$ cat src/rtl/mem_wb_stage.sv
// MEM/WB pipeline register with write-back selection, HALT retirement
// detection and a saturating retired-instruction counter for the debug unit.
module mem_wb_stage #(
  parameter int unsigned BITS_SIZE  = 32,
  parameter int unsigned BITS_REG   = 5,
  parameter int unsigned BITS_COUNT = 32
) (
  input  logic                  i_clk,
  input  logic                  i_reset,
  input  logic                  i_step,
  input  logic [BITS_SIZE-1:0]  i_mem_dato,
  input  logic [BITS_SIZE-1:0]  i_exmem_alu,
  input  logic [BITS_SIZE-1:0]  i_exmem_pc8,
  input  logic [BITS_REG-1:0]   i_exmem_rd,
  input  logic                  i_exmem_valid,
  input  logic                  i_exmem_reg_write,
  input  logic                  i_exmem_mem_to_reg,
  input  logic                  i_exmem_link,
  input  logic                  i_exmem_halt,
  output logic                  o_memwb_reg_write,
  output logic [BITS_REG-1:0]   o_memwb_rd,
  output logic [BITS_SIZE-1:0]  o_memwb_wb_data,
  output logic                  o_halted,
  output logic [BITS_COUNT-1:0] o_retired_count
);

  typedef enum logic {
    ST_RUN    = 1'b0,
    ST_HALTED = 1'b1
  } state_t;

  state_t                  state_q, state_d;
  logic                    reg_write_q, reg_write_d;
  logic [BITS_REG-1:0]     rd_q, rd_d;
  logic [BITS_SIZE-1:0]    wb_data_q, wb_data_d;
  logic [BITS_COUNT-1:0]   count_q, count_d;
  logic                    capture;
  logic [BITS_SIZE-1:0]    wb_sel;

  // Next-state and next-output logic; HALTED only leaves through reset.
  always_comb begin
    state_d     = state_q;
    reg_write_d = reg_write_q;
    rd_d        = rd_q;
    wb_data_d   = wb_data_q;
    count_d     = count_q;
    capture     = 1'b0;
    wb_sel      = i_exmem_alu;

    if (i_exmem_link) begin
      wb_sel = i_exmem_pc8;
    end else if (i_exmem_mem_to_reg) begin
      wb_sel = i_mem_dato;
    end

    case (state_q)
      ST_RUN: begin
        capture = i_step;
      end
      ST_HALTED: begin
        reg_write_d = 1'b0;
      end
      default: begin
        state_d = ST_RUN;
      end
    endcase

    if (capture) begin
      wb_data_d   = wb_sel;
      rd_d        = i_exmem_rd;
      reg_write_d = i_exmem_valid & i_exmem_reg_write &
                    (i_exmem_rd != '0) & ~i_exmem_halt;
      if (i_exmem_valid && !(&count_q)) begin
        count_d = count_q + BITS_COUNT'(1);
      end
      if (i_exmem_valid && i_exmem_halt) begin
        state_d = ST_HALTED;
      end
    end
  end

  always_ff @(posedge i_clk) begin
    if (!i_reset) begin
      state_q     <= ST_RUN;
      reg_write_q <= 1'b0;
      rd_q        <= '0;
      wb_data_q   <= '0;
      count_q     <= '0;
    end else begin
      state_q     <= state_d;
      reg_write_q <= reg_write_d;
      rd_q        <= rd_d;
      wb_data_q   <= wb_data_d;
      count_q     <= count_d;
    end
  end

  assign o_memwb_reg_write = reg_write_q;
  assign o_memwb_rd        = rd_q;
  assign o_memwb_wb_data   = wb_data_q;
  assign o_halted          = (state_q == ST_HALTED);
  assign o_retired_count   = count_q;

endmodule

$ cat config.mk
export PLATFORM = sky130hd
export DESIGN_NAME = mem_wb_stage
export DESIGN_NICKNAME = d
export VERILOG_FILES = /design/src/rtl/mem_wb_stage.sv
export SDC_FILE = /design/constraint.sdc
export NUM_CORES = 1
export LEC_CHECK = 0
export ABC_AREA = 1
export CORE_MARGIN = 3
export CORE_UTILIZATION = 30
export DETAILED_ROUTE_END_ITERATION = 10
export PLACE_DENSITY_LB_ADDON = 0.08
export SLEW_MARGIN = 0
export SYNTH_ARGS = -nofsm -noshare
export SYNTH_HDL_FRONTEND = slang
export SYNTH_SLANG_ARGS = --single-unit
export TNS_END_PERCENT = 100
$ cat constraint.sdc
create_clock -name i_clk -period 3.4 [get_ports i_clk]
set_input_delay 0.68 -clock i_clk [delete_from_list [all_inputs] [get_ports i_clk]]
set_output_delay 0.68 -clock i_clk [all_outputs]
set_load 0.01 [all_outputs]
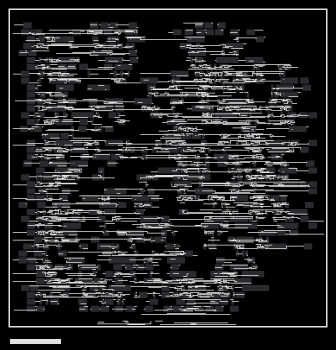
Fig. 1. Met1 routing.
The bar under the picture is 20 microns long. Cells faint in the background.
main direction	horizontal
wire length on this layer	6080 microns
share of all routed wire	42%

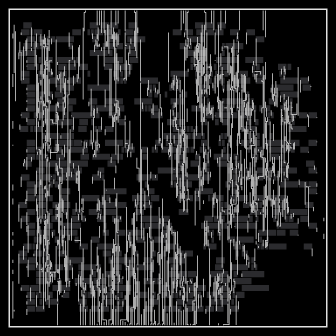
Fig. 2. The metal 2 layer.
Cells faint in the background.
nets with wire on the layer	698
longest straight run	73.1 microns
main direction	vertical
met2 usage: 30.38%
total wire length: 14360 microns
total number of vias: 4609

==> flow_summary.toml <==
# yosys + openroad results
[outcome]
status = "finished, final reports clean"

[pwr]
power.share.sequential_pct = 38.0
power.switching_uw = 569.9
swShare_pct = 24.16
top_power_group = "the clock network"

[clocking]
cts_setup_buffers = 0
clock_path_buffers = 2
h-tree-depth = 3
insertion_delay_ns = 0.34
cts_tree = "built"
cts.sinks = 71

[logic_synthesis]
top_cell_area_share_pct = 33.81
synth.cellmix.simpleShare_pct = 30.30
syn_area_per_cell_sq_um = 6.737
synth_stat.cells = 624
synth_xor_xnor_area_share_pct = 0.2083
synth-edff-count = 0
synth-main-ff-cell = "dfxtp_1"
most_common_cell = "nand2_1"
yosysChipArea_sq_mm = 0.004204
yosysWarnings = 0
synth_cell_type_count = 32

[final_layout]
n_all_buffers = 186
areaGrowthSynthToFinish_pct = 52.23
design_area_sq_mm = 0.006400
seq_share_pct = 22.21
final_cell_mix = "clkdlybuf4s50_1, nand2_1, a21oi_1"
regArea_sq_mm = 0.001421
clkCellAreaFrac_pct = 5.083
stdcell_count = 967
comb-cell-share_pct = 35.52

[global_routing]
grt_usage_pct = 18.60
grt_max_degree = 65

[worst_setup_path]
critical_path_class = "in -> reg"
start_kind = "input pin"
cp_slowest_cell = "clkdlybuf4s50_1"
critPathTopFamily = "simple AND/OR/NAND/NOR gates"

[sta]
setup_viol = 0
slew_headroom_pct = 31.92
hold_viol = 0
drv_slew = 0
setup_slack_ns = 1.193

[placed_design]
postPlaceCellArea_sq_mm = 0.006075

[drt]
wl_per_cell_microns = 14.84

[floorplan]
die_x_microns = 124.4
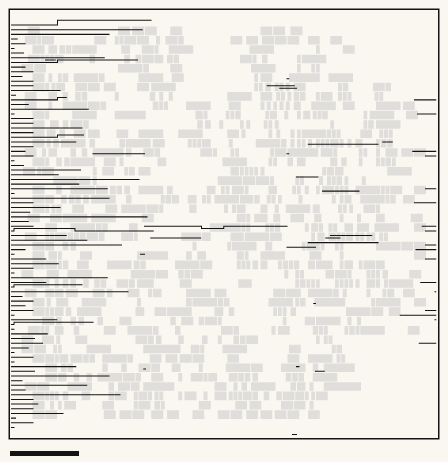
Fig. 3. The metal 3 layer.
The bar under the picture is 20 microns long. Cells faint in the background.
main direction	horizontal
nets with wire on the layer	113
longest straight run	39.3 microns

[final timing paths]
path	end	start	depth (start not counted)	slack [ns]
worst max-delay path	o_retired_count[24]	i_step	10	1.19
worst min-delay path	o_memwb_rd[4]	o_memwb_rd[4]	2	0.49
worst max register to register	o_retired_count[23]	o_retired_count[0]	9	1.41
worst min register to register	o_memwb_rd[4]	o_memwb_rd[4]	2	0.49
[per-layer routing]
layer | up-vias | routed length (microns) | GRT usage [%] | share of wire, %
li1 | 2355 | - | - | -
met1 | 2103 | 6082 | 21.84 | 42
met2 | 134 | 6682 | 30.38 | 47
met3 | 17 | 1333 | 7.547 | 9.3
met4 | 0 | 256 | 7.092 | 1.8
met5 | - | 0 | 0 | 0
